Run 1, cells colored by class:
Bar = 20 um.
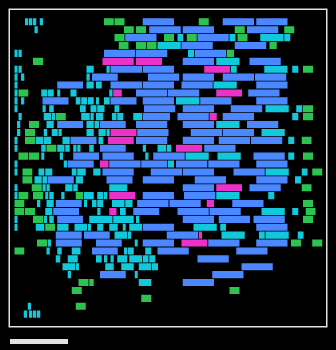
Run 1, routed clock nets over the placement:
Bar = 20 um.
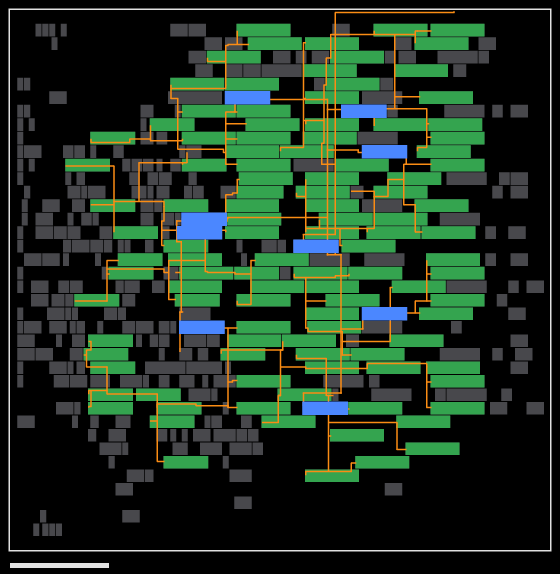
Run 1, where the registers sit:
Bar = 20 um. Other sequential cells in the stronger gray, the rest of the logic in the fainter gray.
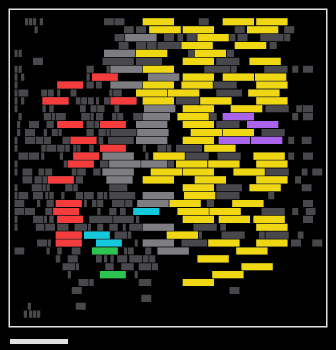
==> config.mk <==
export PLATFORM = sky130hd
export DESIGN_NAME = instr_fetch_queue
export DESIGN_NICKNAME = d
export VERILOG_FILES = /design/src/rtl/instr_fetch_queue.sv
export SDC_FILE = /design/constraint.sdc
export NUM_CORES = 1
export LEC_CHECK = 0
export CORE_MARGIN = 1
export CORE_UTILIZATION = 42
export DETAILED_ROUTE_END_ITERATION = 7
export PLACE_DENSITY = 0.68
export SLEW_MARGIN = 20
export SYNTH_ARGS = -nofsm -noshare
export SYNTH_HDL_FRONTEND = slang
export SYNTH_SLANG_ARGS = --single-unit
==> constraint.sdc <==
create_clock -name clk -period 5.55 [get_ports clk]
set_clock_uncertainty 0.1 [all_clocks]
set_input_delay 1.11 -clock clk [delete_from_list [all_inputs] [get_ports clk]]
set_output_delay 1.11 -clock clk [all_outputs]
set_load 0.01 [all_outputs]
==> src/rtl/instr_fetch_queue.sv <==
// instr_fetch_queue: registered-read instruction memory with an internal fetch
// PC and a small prefetch FIFO that feeds the IF/ID stage over valid/ready.
// Ports:
//   clk, reset (async, active-low)
//   redirect_valid/redirect_addr : branch/jump redirect, flushes the queue
//   instr_ready                  : decode accepts the head entry
//   instr_valid/instr_data/_h/_l : head entry, data split into hi/lo bytes
//   instr_pc/instr_fault         : byte PC of the head entry, bad-PC tag
//   fetch_pc                     : next byte address to be issued (debug)
module instr_fetch_queue #(
  parameter int unsigned DATA_W     = 16,
  parameter int unsigned ADDR_W     = 16,
  parameter int unsigned DEPTH      = 128,
  parameter int unsigned FIFO_DEPTH = 4,
  parameter int unsigned RESET_PC   = 0,
  parameter              INIT_FILE  = ""
) (
  input  logic              clk,
  input  logic              reset,
  input  logic              redirect_valid,
  input  logic [ADDR_W-1:0] redirect_addr,
  input  logic              instr_ready,
  output logic              instr_valid,
  output logic [DATA_W-1:0] instr_data,
  output logic [7:0]        instr_data_h,
  output logic [7:0]        instr_data_l,
  output logic [ADDR_W-1:0] instr_pc,
  output logic              instr_fault,
  output logic [ADDR_W-1:0] fetch_pc
);

  localparam int unsigned BYTES = DATA_W / 8;
  localparam int unsigned SHIFT = (BYTES > 1) ? $clog2(BYTES) : 0;
  localparam int unsigned IDX_W = (DEPTH > 1) ? $clog2(DEPTH) : 1;
  localparam int unsigned PTR_W = $clog2(FIFO_DEPTH);
  localparam int unsigned CNT_W = PTR_W + 1;

  // Instruction image; cleared once at elaboration, never touched by reset.
  logic [DATA_W-1:0] mem [DEPTH];

  initial begin
    for (int i = 0; i < DEPTH; i++) mem[i] = '0;
  end

  logic [ADDR_W-1:0] fetch_pc_q, fetch_pc_d;
  logic              inflight_q, inflight_d;
  logic [CNT_W-1:0]  count_q, count_d;
  logic [PTR_W-1:0]  wr_ptr_q, wr_ptr_d;
  logic [PTR_W-1:0]  rd_ptr_q, rd_ptr_d;

  // In-flight read slot (memory output register)
  logic [DATA_W-1:0] rd_data_q, rd_data_d;
  logic [ADDR_W-1:0] rd_pc_q, rd_pc_d;
  logic              rd_fault_q, rd_fault_d;

  // Prefetch storage; validity is tracked by count/pointers only
  logic [DATA_W-1:0] fifo_data_q  [FIFO_DEPTH];
  logic [ADDR_W-1:0] fifo_pc_q    [FIFO_DEPTH];
  logic              fifo_fault_q [FIFO_DEPTH];

  logic [ADDR_W-1:0] word_idx_c;
  logic              misaligned_c;
  logic              out_of_range_c;
  logic              issue_fault_c;
  logic              space_c;
  logic              issue_c;
  logic              push_c;
  logic              pop_c;
  logic              head_valid_c;

  // Address decode for the PC about to be issued
  assign word_idx_c     = fetch_pc_q >> SHIFT;
  assign misaligned_c   = (fetch_pc_q & ADDR_W'(BYTES - 1)) != '0;
  assign out_of_range_c = 32'(word_idx_c) >= 32'(DEPTH);
  assign issue_fault_c  = misaligned_c | out_of_range_c;

  // Space check counts the in-flight read and ignores a same-cycle pop
  assign space_c      = (32'(count_q) + 32'(inflight_q)) < FIFO_DEPTH;
  assign issue_c      = space_c && !redirect_valid;
  assign push_c       = inflight_q && !redirect_valid;
  assign head_valid_c = count_q != '0;
  assign pop_c        = head_valid_c && instr_ready;

  // Next-state for PC, in-flight flag and FIFO bookkeeping
  always_comb begin
    fetch_pc_d = fetch_pc_q;
    inflight_d = 1'b0;
    count_d    = count_q;
    wr_ptr_d   = wr_ptr_q;
    rd_ptr_d   = rd_ptr_q;
    rd_pc_d    = fetch_pc_q;
    rd_fault_d = issue_fault_c;
    rd_data_d  = issue_fault_c ? '0 : mem[IDX_W'(word_idx_c)];
    if (redirect_valid) begin
      // Flush everything, including the in-flight read
      fetch_pc_d = redirect_addr;
      count_d    = '0;
      wr_ptr_d   = '0;
      rd_ptr_d   = '0;
    end else begin
      if (issue_c) fetch_pc_d = fetch_pc_q + ADDR_W'(BYTES);
      inflight_d = issue_c;
      if (push_c) wr_ptr_d = wr_ptr_q + PTR_W'(1);
      if (pop_c)  rd_ptr_d = rd_ptr_q + PTR_W'(1);
      count_d = count_q + CNT_W'(push_c) - CNT_W'(pop_c);
    end
  end

  // Control state
  always_ff @(posedge clk or negedge reset) begin
    if (!reset) begin
      fetch_pc_q <= ADDR_W'(RESET_PC);
      inflight_q <= 1'b0;
      count_q    <= '0;
      wr_ptr_q   <= '0;
      rd_ptr_q   <= '0;
    end else begin
      fetch_pc_q <= fetch_pc_d;
      inflight_q <= inflight_d;
      count_q    <= count_d;
      wr_ptr_q   <= wr_ptr_d;
      rd_ptr_q   <= rd_ptr_d;
    end
  end

  // Synchronous memory read into the in-flight slot
  always_ff @(posedge clk) begin
    if (issue_c) begin
      rd_data_q  <= rd_data_d;
      rd_pc_q    <= rd_pc_d;
      rd_fault_q <= rd_fault_d;
    end
  end

  // FIFO storage write
  always_ff @(posedge clk) begin
    if (push_c) begin
      fifo_data_q[wr_ptr_q]  <= rd_data_q;
      fifo_pc_q[wr_ptr_q]    <= rd_pc_q;
      fifo_fault_q[wr_ptr_q] <= rd_fault_q;
    end
  end

  // Head entry; forced to zero when empty so reset/flush show clean outputs
  assign instr_valid  = head_valid_c;
  assign instr_data   = head_valid_c ? fifo_data_q[rd_ptr_q] : '0;
  assign instr_pc     = head_valid_c ? fifo_pc_q[rd_ptr_q] : '0;
  assign instr_fault  = head_valid_c ? fifo_fault_q[rd_ptr_q] : 1'b0;
  assign instr_data_h = instr_data[DATA_W-1 -: 8];
  assign instr_data_l = instr_data[7:0];
  assign fetch_pc     = fetch_pc_q;

endmodule

==> flow_metrics.py, run 1 <==
# Auto-generated metrics
metrics = {
    "grt": {
        "grt_pass1_vias": 2429,
        "antenna_found_initial": 0,
        "grt_pass1_wl_um": 13100,
        "grtUsageMet2_pct": 22.78,
        "overflow": 0,
        "grtUsageTotal_pct": 15.06,
        "grt_busiest_layer": "met2",
        "grt_start_max_net_pins": 25,
        "met3_usage_pct": 3.108,
        "grt.met1_usage_pct": 21.22,
    },
    "worst_hold_path": {
        "min_path_cells": 0,
        "worstHoldPathType": "reg -> reg",
    },
    "logic_synthesis": {
        "syn_area_per_cell_um2": 15.21,
        "simple_gate_share_pct": 10.08,
        "logic_family": "simple AND/OR/NAND/NOR gates",
        "fa_ha_area_share_pct": 2.769,
        "syn_area_mm2": 0.004790,
        "ys_cells": 315,
        "synthDistinctLibCells": 37,
        "syn_inst": 315,
        "numSynthFlops": 109,
        "synth-main-ff-cell": "edfxtp_1",
        "synth_warnings": 0,
        "yosysSeqAreaShare_pct": 65.83,
        "synthMuxAreaShare_pct": 8.647,
        "yosys_area_mm2": 0.004790,
        "compound_area_share_pct": 3.918,
    },
    "detailed_routing": {
        "drc": 0,
        "vias_per_cell": 5.088,
        "first_iter_violations": 109,
        "drt-total-wl_um": 8207,
        "routedWlPerCell_um": 16.00,
        "vias": 2610,
        "dr.pass1.iters": 4,
    },
    "finish": {
        "n_antenna_cell": 0,
        "drive_gt1_share_pct": 10.72,
        "nNetsFinal": 398,
        "fill_cells": 923,
        "stdcell_area_mm2": 0.005612,
    },
    "die": {
        "pin_count": 86,
        "die.size.y_um": 108.8,
        "num_rows": 38,
        "chipArea_mm2": 0.01184,
        "initial_core_util_pct": 43.61,
    },
    "clocking": {
        "clk_path_buf_depth": 2,
        "cts_buffers": 9,
        "ctsHoldBuffers": 0,
        "clk_latency_ns": 0.34,
        "h-tree-depth": 3,
        "cts.repair.resized": 0,
        "clk_pin_slew_ns": 0.07,
        "post_cts_buffers": 0,
        "cts_tree": "yes",
        "cts_sinks": 109,
        "cts_root_buf": "clkbuf_16",
    },
    "timing": {
        "post-route-min-period_ns": 3.639,
        "fin_tns_setup_ns": 0,
        "slew_headroom_pct": 38.83,
        "slew_violations": 0,
        "hold_violations": 0,
        "setup_viol": 0,
        "max_freq_mhz": 274.8,
        "tightest_slew_ns": 0.9176,
        "finalCritPeriodShare_pct": 65.57,
        "setup_ws_ns": 1.911,
    },
    "setup_path": {
        "critPathArrivalTime_ns": 2.43,
        "end_kind": "output port",
        "r2r_slack_ns": 2.73,
        "critPathRequiredTime_ns": 4.34,
        "r2r_cells": 9,
        "worst-setup-path-type": "reg -> out",
        "cp_max_fo": 19,
        "crit_path_start_kind": "flip-flop",
    },
    "flow_run": {
        "warnings": 31,
        "maxCapViolCount": 0,
    },
    "place": {
        "place_area_mm2": 0.005316,
        "post-place-ws_ns": 1.838,
        "globalplace.congestion": 0.7777,
        "port-buffer-count": 53,
        "hpwl_um": 5455,
    },
    "power": {
        "power_density_mw_per_mm2": 421.5,
    },
    "status": {
        "outcome": "complete, no violations",
    },
}
## Picture notes: 'cells colored by class'
legend:
  remaining buffers and delay cells:
    color: green
    cells: 56
    share_of_their_area: 10%
  clock drivers and dummy loads:
    color: magenta
    cells: 16
    share_of_their_area: 5.5%
  combinational and other logic:
    color: cyan
    cells: 192
    share_of_their_area: 26%
  sequential cells:
    color: blue
    cells: 109
    share_of_their_area: 58%

## Picture notes: 'routed clock nets over the placement'
legend:
  clock drivers:
    color: blue
    count: 9
  clock wires:
    color: orange
    length: 1060 um
  flip-flops:
    color: green
    count: 109
routed clock nets: 10

## Picture notes: 'where the registers sit'
legend:
  `fifo_pc_q`:
    color: yellow
    sequential_cells: 64
  `fifo_fault_q`:
    color: purple
    sequential_cells: 4
    where: right middle
  `count_q`:
    color: cyan
    sequential_cells: 3
  `wr_ptr_q`:
    color: green
    sequential_cells: 2
  `fetch_pc`:
    color: red
    sequential_cells: 16
not colored: 20

==> run 1: critical path, stage by stage, from the launching register on <==
cell and delay (ns):
dfrtp_2 0.76, buf_4 0.22, mux4_2 0.48, and2_1 0.16, clkdlybuf4s50_1 0.47
==> run 1: final cells by class <==
class / count / area [um^2] / area share [%]
clock inverters: 7 / 73.82 / 1.315
flip-flops and latches: 109 / 3154 / 56.21
inverters: 12 / 45.04 / 0.8027
repair buffers: 56 / 548.0 / 9.766
multi-input cells: 180 / 1390 / 24.77
well taps: 140 / 175.2 / 3.122
clock buffers: 9 / 225.2 / 4.013
==> run 1: layer usage <==
layer	routed length, um	share of wire (%)
met4	131	1.6
met2	4058	49
met5	0	0
met1	3675	45
met3	342	4.2
==> run 1: registers in the layout, summed over array words and instances, names as in the netlist <==
name	count
count_q	3
fetch_pc	16
fifo_fault_q	4
fifo_pc_q	64
inflight_q	1
rd_fault_q	1
rd_pc_q	16
rd_ptr_q	2
wr_ptr_q	2
==> run 1: cells by family after synthesis <==
family,Yosys count
other,1
muxes,20
DFF,109
AOI/OAI and AO/OA,24
adders and majority gates,10
and+or+nand+nor,88
xor gates and xnor gates,6
buffers and inverters,57
==> run 1: stage by stage <==
step / utilization [%] / std cells / hold WS, ns / power, W
CTS: 51.13 / 513 / 0.4000 / 0.002392
finish: 51.09 / 513 / 0.3979 / 0.002365
detailed placement: 48.41 / 497 / 0.3882 / 0.001766
global route: 51.09 / 513 / 0.4206 / 0.002497
floorplan: - / 346 / 0.3587 / 0.001495
global placement: 48.41 / 497 / 0.3700 / 0.001750
==> run 1: synthesized netlist by cell type (3+ instances only) <==
library cell / count / share of area [%]
buf_6: 3 / 0.71
o21ai_0: 5 / 0.52
nor2_1: 12 / 0.94
edfxtp_1: 85 / 53
or3_1: 3 / 0.39
ha_1: 9 / 2.4
o211ai_1: 7 / 1.1
clkbuf_1: 6 / 0.47
a31oi_1: 5 / 0.65
and2_1: 24 / 3.1
or4_1: 10 / 1.6
nand2_1: 16 / 1.3
o31ai_1: 3 / 0.47
buf_4: 33 / 5.2
xnor2_1: 5 / 0.91
inv_1: 11 / 0.86
nand3_1: 12 / 1.3
mux4_2: 17 / 8.0
nand4_1: 4 / 0.52
dfrtp_1: 24 / 13
==> run 1: final timing paths <==
check / from / end
min reg2reg: rd_pc_q[2]$_DFFE_PP_ / fifo_pc_q[2][2]$_DFFE_PP_
max reg2reg: count_q[0]$_DFF_PN0_ / count_q[2]$_DFF_PN0_
max in group asynchronous: reset / rd_ptr_q[0]$_DFFE_PN0P_
max: rd_ptr_q[0]$_DFFE_PN0P_ / instr_pc[13]
min: rd_pc_q[2]$_DFFE_PP_ / fifo_pc_q[2][2]$_DFFE_PP_
min in group asynchronous: reset / count_q[1]$_DFF_PN0_
==> run 1: where the power goes <==
group / switching (W) / total (W) / internal (W)
combinational: 0.000260 / 0.000609 / 0.000349
clock: 0.000279 / 0.000631 / 0.000351
sequential: 0.000124 / 0.00113 / 0.00100
total: 0.000663 / 0.00237 / 0.00170
Run 1, gate-type map:
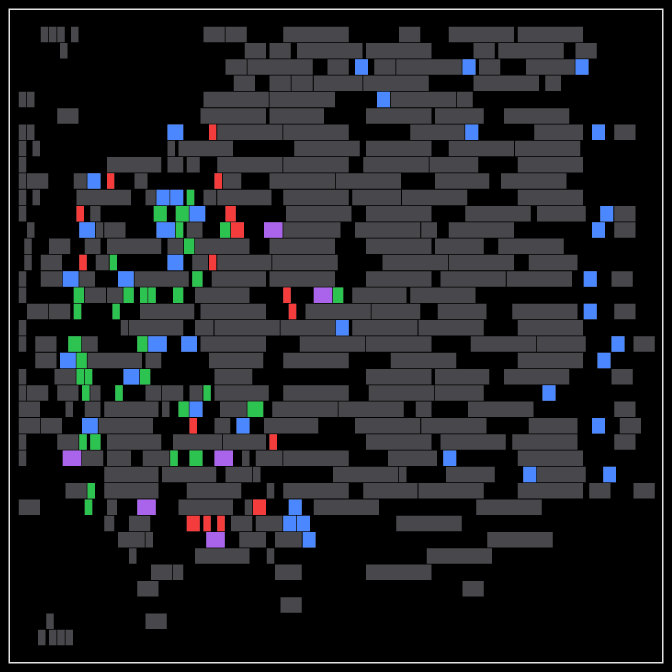

==> run 1 -> run 2 <==
==> constraint.sdc (replaced) <==
create_clock -name clk -period 3.5 [get_ports clk]
set_clock_uncertainty 0.1 [all_clocks]
set_input_delay 0.7 -clock clk [delete_from_list [all_inputs] [get_ports clk]]
set_output_delay 0.7 -clock clk [all_outputs]
set_load 0.01 [all_outputs]
Run 2, gate-type map:
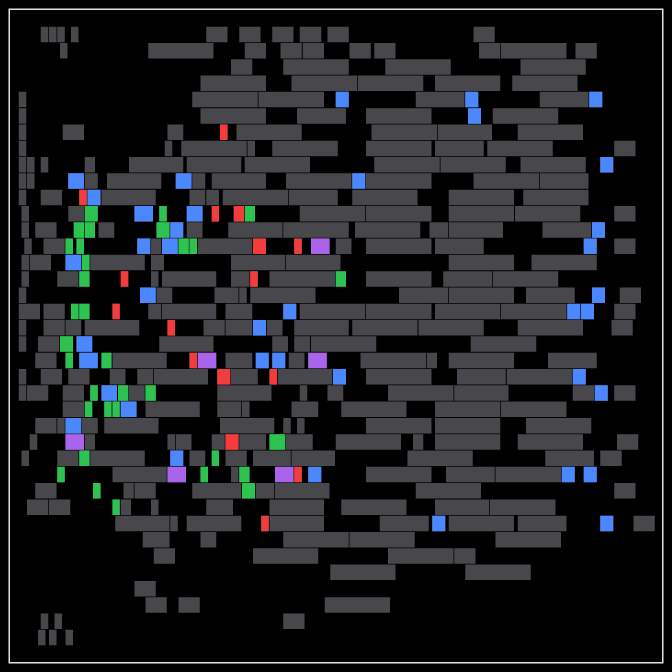
legend:
  xor and xnor cells:
    color: purple
    cells: 6
  nand cells:
    color: green
    cells: 33
    where: left middle
  and/or cells:
    color: blue
    cells: 39
  nor cells:
    color: red
    cells: 16

Run 2, routing congestion map:
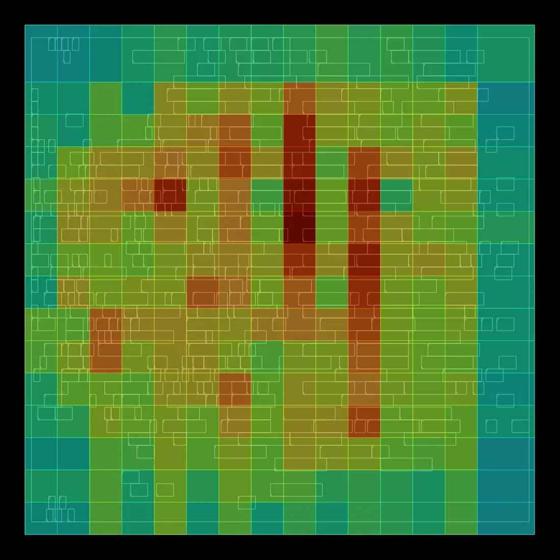
met3 Usage GRT: 2.750%
gr busiest metal: met2
routed length per placed instance: 16.58 um
grt met2 use: 25.68%
share of the core filled with cells: 51.40%

Run 2, cells colored by class:
Bar = 20 um.
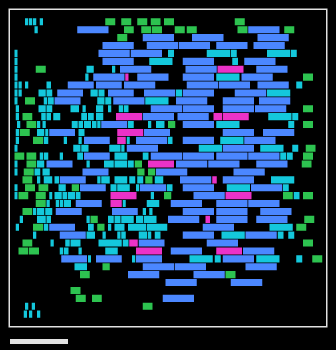
legend:
  remaining buffers and delay cells:
    color: green
    cells: 63
    share_of_their_area: 11%
  combinational and other logic:
    color: cyan
    cells: 192
    share_of_their_area: 26%
  clock drivers and dummy loads:
    color: magenta
    cells: 16
    share_of_their_area: 5.1%
  sequential cells:
    color: blue
    cells: 109
    share_of_their_area: 58%

==> run 2 against run 1 <==
Net effect:
- sequential share of layout area is 0.36 points lower
- sequential power is 53% higher
- global-route usage is 0.78 points higher
- synthesized cell count stayed put
- largest power group unchanged
- critical path type unchanged
==> flow_metrics.py, run 2 <==
# Auto-generated metrics
metrics = {
    "status": {
        "outcome": "complete, no violations",
    },
    "die": {
        "initial_core_util_pct": 43.61,
        "num_rows": 38,
        "die.size.y_um": 108.8,
        "chipArea_mm2": 0.01184,
        "pin_count": 86,
    },
    "worst_hold_path": {
        "hp-start": "rd_pc_q[12]$_DFFE_PP_",
        "min_path_cells": 0,
        "hold_end": "fifo_pc_q[3][12]$_DFFE_PP_",
        "worstHoldPathType": "reg -> reg",
    },
    "clocking": {
        "cts.repair.resized": 0,
        "ctsHoldBuffers": 0,
        "cts_tree": "yes",
        "clk_path_buf_depth": 2,
        "cts_root_buf": "clkbuf_16",
        "post_cts_buffers": 0,
        "h-tree-depth": 3,
        "cts_sinks": 109,
        "cts_buffers": 9,
        "clk_pin_slew_ns": 0.07,
        "clk_latency_ns": 0.34,
    },
    "flow_run": {
        "maxCapViolCount": 0,
        "warnings": 31,
    },
    "timing": {
        "slew_headroom_pct": 59.98,
        "post-route-min-period_ns": 3.064,
        "fin_tns_setup_ns": 0,
        "setup_viol": 0,
        "max_freq_mhz": 326.3,
        "finalCritPeriodShare_pct": 87.56,
        "hold_violations": 0,
        "slew_violations": 0,
    },
    "setup_path": {
        "critPathRequiredTime_ns": 2.70,
        "crit_path_start_kind": "flip-flop",
        "worst-setup-path-type": "reg -> out",
        "end_kind": "output port",
        "r2r_slack_ns": 0.72,
        "cp_max_fo": 18,
        "max_stage_delay_ns": 0.55,
        "r2r_end": "count_q[2]$_DFF_PN0_",
        "r2r_cells": 9,
        "crit_family": "buffers and inverters",
        "crit_buf_inv": 2,
        "r2r_start": "count_q[0]$_DFF_PN0_",
        "critPathSlowestCell": "mux4_2",
        "path_cells": "buf_4 -> mux4_2 -> and2_1 -> clkdlybuf4s50_1",
        "critPathArrivalTime_ns": 2.26,
    },
    "logic_synthesis": {
        "syn_area_mm2": 0.004790,
        "syn_area_per_cell_um2": 15.21,
        "top_cell_area_share_pct": 53.29,
        "synth-main-ff-cell": "edfxtp_1",
        "yosys_area_mm2": 0.004790,
        "numSynthFlops": 109,
        "syn_inst": 315,
        "top_area_cell": "edfxtp_1",
        "synth_warnings": 0,
        "synthTopCellsByCount": "edfxtp_1 (85), buf_4 (33), and2_1 (24), dfrtp_1 (24), mux4_2 (17)",
        "area_leaders": "edfxtp_1 (53%), dfrtp_1 (13%), mux4_2 (8.0%), buf_4 (5.2%), and2_1 (3.1%)",
        "synthDistinctLibCells": 37,
        "yosysSeqAreaShare_pct": 65.83,
        "ys_cells": 315,
    },
    "finish": {
        "fill_cells": 940,
        "largest_register_ffs": 64,
        "nNetsFinal": 405,
        "drive_gt1_share_pct": 11.84,
        "largest_register": "fifo_pc_q",
        "n_antenna_cell": 0,
        "instances_no_fill": 520,
    },
    "grt": {
        "grt_pass1_vias": 2591,
        "antenna_found_initial": 0,
        "overflow": 0,
        "grt_pass1_wl_um": 13680,
        "grtUsageTotal_pct": 15.84,
        "grt_start_max_net_pins": 30,
    },
    "place": {
        "globalplace.congestion": 0.7438,
        "placedCellCount": 504,
        "port-buffer-count": 53,
        "hpwl_um": 5580,
    },
    "detailed_routing": {
        "dr.pass1.iters": 4,
        "drt-total-wl_um": 8623,
        "first_iter_violations": 151,
        "vias": 2712,
        "vias_per_cell": 5.215,
        "drc": 0,
    },
    "power": {
        "power_density_mw_per_mm2": 653.0,
    },
}
run 2: metrics by stage:
step           util [%]  setup WS (ns)  total power (W)  area (um^2)  hold WS, ns
3_5_place_dp      48.88         0.6864         0.002804         5369       0.3840
3_3_place_gp      48.88         0.7524         0.002777         5369       0.3721
6_report          51.40         0.4355         0.003687         5645       0.4071
2_1_floorplan         -          1.093         0.002370         4906       0.3044
4_1_cts           51.40         0.3995         0.003733         5645       0.4001
5_1_grt           51.40         0.3171         0.003886         5645       0.4228
run 2: area by class of cell:
type | count | area [um^2] | area share (%)
inverters | 12 | 45.04 | 0.7979
clock inverters | 7 | 51.30 | 0.9087
flip-flops and latches | 109 | 3153 | 55.85
multi-input cells | 180 | 1390 | 24.62
clock buffers | 9 | 225.2 | 3.989
repair buffers | 63 | 605.6 | 10.73
well taps | 140 | 175.2 | 3.103
run 2: cells by family after synthesis:
logic type                 Yosys count  synth area share [%]
AOI/OAI and AO/OA                   24                 3.918
DFF                                109                 65.83
other                                1               0.07829
xor gates and xnor gates             6                 1.097
buffers and inverters               57                 7.576
adders and majority gates           10                 2.769
muxes                               20                 8.647
and+or+nand+nor                     88                 10.08
run 2: power by group:
| part | switching (W) | leakage [nW] | internal [W] | total (W) |
|---|---|---|---|---|
| Combinational | 0.000471 | 0.813 | 0.000559 | 0.00103 |
| Sequential | 0.000139 | 1.06 | 0.00159 | 0.00173 |
| Clock | 0.000445 | 0.139 | 0.000486 | 0.000931 |
run 2: layer usage:
metal  global-route usage [%]  wire [um]  vias up
met3                    2.750        450       11
li1                         -          -     1238
met4                    5.985        133        0
met2                    25.68       4202      102
met5                        0          0        -
met1                    21.43       3837     1361
run 2: worst max path at each step:
stage	start	slack, ns	cells after the start	endpoint
after floorplan	count_q[0]$_DFF_PN0_	1.09	10	count_q[2]$_DFF_PN0_
after global placement	redirect_valid	0.75	10	count_q[2]$_DFF_PN0_
after detailed placement	redirect_valid	0.69	10	count_q[2]$_DFF_PN0_
after CTS	rd_ptr_q[0]$_DFFE_PN0P_	0.40	4	instr_pc[8]
after global routing	rd_ptr_q[0]$_DFFE_PN0P_	0.32	4	instr_pc[8]
final	rd_ptr_q[0]$_DFFE_PN0P_	0.44	4	instr_pc[12]
Run 2, where the registers sit:
Bar = 20 um. Other sequential cells in the stronger gray, the rest of the logic in the fainter gray.
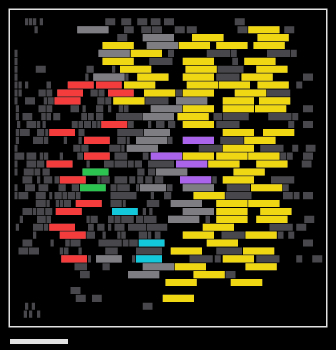

==> run 2 -> run 3 <==
==> constraint.sdc (replaced) <==
create_clock -name clk -period 3.9 [get_ports clk]
set_clock_uncertainty 0.1 [all_clocks]
set_input_delay 0.78 -clock clk [delete_from_list [all_inputs] [get_ports clk]]
set_output_delay 0.78 -clock clk [all_outputs]
set_load 0.01 [all_outputs]
Run 3, where the registers sit:
Bar = 20 um. Other sequential cells in the stronger gray, the rest of the logic in the fainter gray.
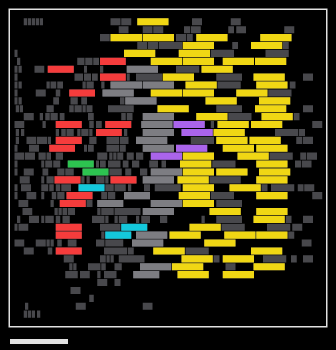
legend:
  `fifo_pc_q`:
    color: yellow
    sequential_cells: 64
  `count_q`:
    color: cyan
    sequential_cells: 3
  `fifo_fault_q`:
    color: purple
    sequential_cells: 4
    where: middle
  `fetch_pc`:
    color: red
    sequential_cells: 16
  `wr_ptr_q`:
    color: green
    sequential_cells: 2
not colored: 20

Run 3, gate-type map:
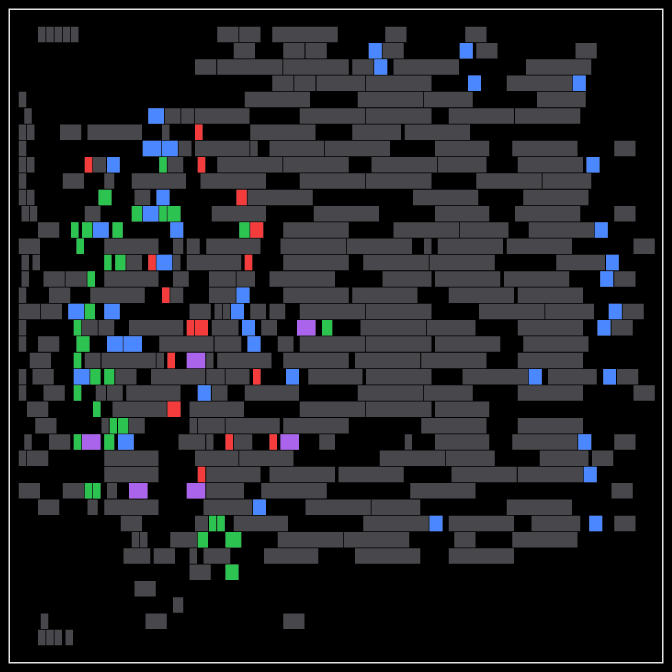
legend:
  nor cells:
    color: red
    cells: 16
  and/or cells:
    color: blue
    cells: 39
  xor and xnor cells:
    color: purple
    cells: 6
  nand cells:
    color: green
    cells: 33

==> run 3 against run 2 <==
Net effect:
- global-route usage is 0.38 points lower
- die size is the same
- sequential power down about 10%
- first-iteration DRC count down 25%
- register-to-register slack improved by 0.42 ns
- area after synthesis is the same
- largest power group unchanged
- power down 9.4%
- wire length is 4.2% lower
- via count fell by 3.7%
==> flow_metrics.py, run 3 <==
# Auto-generated metrics
metrics = {
    "status": {
        "outcome": "complete, no violations",
    },
    "setup_path": {
        "critPathRequiredTime_ns": 3.02,
        "critPathSlowestCell": "dfrtp_1",
        "critPathArrivalTime_ns": 2.30,
        "r2r_cells": 9,
        "path_depth": 3,
        "r2r_slack_ns": 1.14,
        "end_kind": "output port",
        "path_cells": "mux4_2 -> and2_1 -> clkdlybuf4s50_1",
        "cp_max_fo": 18,
        "crit_family": "flip-flops",
        "r2r_end": "count_q[2]$_DFF_PN0_",
        "crit_path_start_kind": "flip-flop",
        "crit_buf_inv": 1,
        "r2r_start": "count_q[0]$_DFF_PN0_",
        "worst-setup-path-type": "reg -> out",
    },
    "finish": {
        "largest_register": "fifo_pc_q",
        "nNetsFinal": 402,
        "finish.utilization_pct": 51.30,
        "fill_cells": 911,
        "largest_register_ffs": 64,
        "drive_gt1_share_pct": 10.88,
        "n_antenna_cell": 0,
    },
    "timing": {
        "setup_ws_ns": 0.7236,
        "fin_tns_setup_ns": 0,
        "max_freq_mhz": 314.8,
        "slew_violations": 0,
        "setup_viol": 0,
        "finalCritPeriodShare_pct": 81.45,
        "hold_violations": 0,
    },
    "logic_synthesis": {
        "area_leaders": "edfxtp_1 (53%), dfrtp_1 (13%), mux4_2 (8.0%), buf_4 (5.2%), and2_1 (3.1%)",
        "synthTopCellsByCount": "edfxtp_1 (85), buf_4 (33), and2_1 (24), dfrtp_1 (24), mux4_2 (17)",
        "syn_area_mm2": 0.004790,
        "syn_area_per_cell_um2": 15.21,
        "synth-main-ff-cell": "edfxtp_1",
        "yosysSeqAreaShare_pct": 65.83,
        "top_area_cell": "edfxtp_1",
        "synth_warnings": 0,
        "yosys_area_mm2": 0.004790,
        "synthDistinctLibCells": 37,
        "ys_cells": 315,
        "numSynthFlops": 109,
        "top_cell_area_share_pct": 53.29,
        "syn_inst": 315,
        "synthArstFlopShare_pct": 22.02,
    },
    "grt": {
        "antenna_found_initial": 0,
        "grtUsageTotal_pct": 15.45,
        "grt_start_max_net_pins": 25,
        "overflow": 0,
        "grt_pass1_vias": 2602,
        "grt_pass1_wl_um": 13410,
    },
    "flow_run": {
        "maxCapViolCount": 0,
        "warnings": 31,
    },
    "detailed_routing": {
        "first_iter_violations": 114,
        "routedWlPerCell_um": 15.97,
        "dr.pass1.iters": 5,
        "drt-total-wl_um": 8257,
        "vias_per_cell": 5.050,
        "vias": 2611,
        "drc": 0,
    },
    "die": {
        "pin_count": 86,
        "chipArea_mm2": 0.01184,
        "die.size.y_um": 108.8,
        "num_rows": 38,
        "initial_core_util_pct": 43.61,
    },
    "clocking": {
        "clk_path_buf_depth": 2,
        "cts_root_buf": "clkbuf_16",
        "cts_buffers": 9,
        "ctsHoldBuffers": 0,
        "post_cts_buffers": 0,
        "h-tree-depth": 3,
        "cts_tree": "yes",
        "clk_pin_slew_ns": 0.07,
        "cts_sinks": 109,
        "clk_latency_ns": 0.34,
        "cts.repair.resized": 0,
    },
    "power": {
        "swShare_pct": 27.59,
        "comb_power_share_pct": 27.0,
        "power_density_mw_per_mm2": 593.0,
        "p_int_w": 0.002419,
        "power_frac_clock_pct": 26.3,
        "p_switching_w": 0.0009220,
        "p_leak_nw": 1.998,
    },
    "worst_hold_path": {
        "worstHoldPathType": "in -> async",
    },
    "place": {
        "globalplace.congestion": 0.7889,
        "port-buffer-count": 53,
        "hpwl_um": 5490,
        "post-place-ws_ns": 0.8298,
    },
}
Run 3, cells colored by class:
Bar = 20 um.
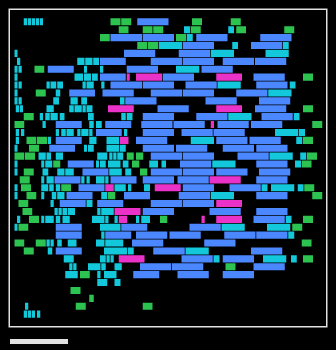
legend:
  combinational and other logic:
    color: cyan
    cells: 192
    share_of_their_area: 26%
  sequential cells:
    color: blue
    cells: 109
    share_of_their_area: 58%
  clock drivers and dummy loads:
    color: magenta
    cells: 16
    share_of_their_area: 5.4%
  remaining buffers and delay cells:
    color: green
    cells: 60
    share_of_their_area: 11%

## run 3: cell counts after synthesis
No cell type changed its count.
## run 3: how the worst max path moves through the flow
stage | start | to
after floorplan | redirect_valid | count_q[2]$_DFF_PN0_
after global placement | redirect_valid | rd_pc_q[7]$_DFFE_PP_
after detailed placement | redirect_valid | rd_pc_q[12]$_DFFE_PP_
after CTS | rd_ptr_q[1]$_DFFE_PN0P_ | instr_fault
after global routing | rd_ptr_q[1]$_DFFE_PN0P_ | instr_fault
final | rd_ptr_q[1]$_DFFE_PN0P_ | instr_fault
## run 3: kinds of logic (layout without fill, tap and decap cells)
group / after synthesis / count (layout) / share of synthesized area (%)
buffers and inverters: 57 / 88 / 7.576
other: 1 / 32 / 0.07829
AOI/OAI and AO/OA: 24 / 24 / 3.918
DFF: 109 / 109 / 65.83
and+or+nand+nor: 88 / 88 / 10.08
xor gates and xnor gates: 6 / 6 / 1.097
adders and majority gates: 10 / 10 / 2.769
muxes: 20 / 20 / 8.647
## run 3: per-layer routing
metal / GRT usage (%) / part of all wire, %
met1: 19.59 / 44
met2: 25.99 / 50
met3: 3.347 / 5.3
met4: 5.888 / 0.65
met5: 0 / 0
## run 3: area by class of cell
type,instances,area (um^2),share of cell area [%]
clock buffers,10,229.0,4.064
inverters,12,45.04,0.7995
flip-flops and latches,109,3153,55.96
clock inverters,6,63.81,1.133
well taps,140,175.2,3.109
repair buffers,60,578.1,10.26
multi-input cells,180,1390,24.67
## run 3: stage by stage
| step | cell area (um^2) | total power [W] | std cells | hold WS, ns |
|---|---|---|---|---|
| after global routing | 5634 | 0.003528 | 517 | 0.3696 |
| after floorplan | 4906 | 0.002127 | 346 | 0.3587 |
| after detailed placement | 5346 | 0.002511 | 501 | 0.3845 |
| after global placement | 5346 | 0.002487 | 501 | 0.3728 |
| final | 5634 | 0.003341 | 517 | 0.3332 |
| after CTS | 5639 | 0.003385 | 517 | 0.4049 |
## run 3: power by group through the flow
stage / Clock, W / Sequential, W / Combinational, W
after floorplan: 0 / 0.00153 / 0.000592
after global placement: 0 / 0.00158 / 0.000909
after detailed placement: 0 / 0.00159 / 0.000923
after CTS: 0.000893 / 0.00157 / 0.000927
after global routing: 0.000943 / 0.00158 / 0.00100
final: 0.000877 / 0.00156 / 0.000902
## run 3: worst register-to-register path, stage by stage, from the launching register on
cell and delay, ns:
dfrtp_1 0.45, or3_1 0.69, and2_1 0.32, ha_1 0.29
inv_1 0.05, ha_1 0.12, inv_1 0.05, fa_1 0.37
xnor2_1 0.14, nor2_1 0.05
Power and IR drop assume default switching activity.
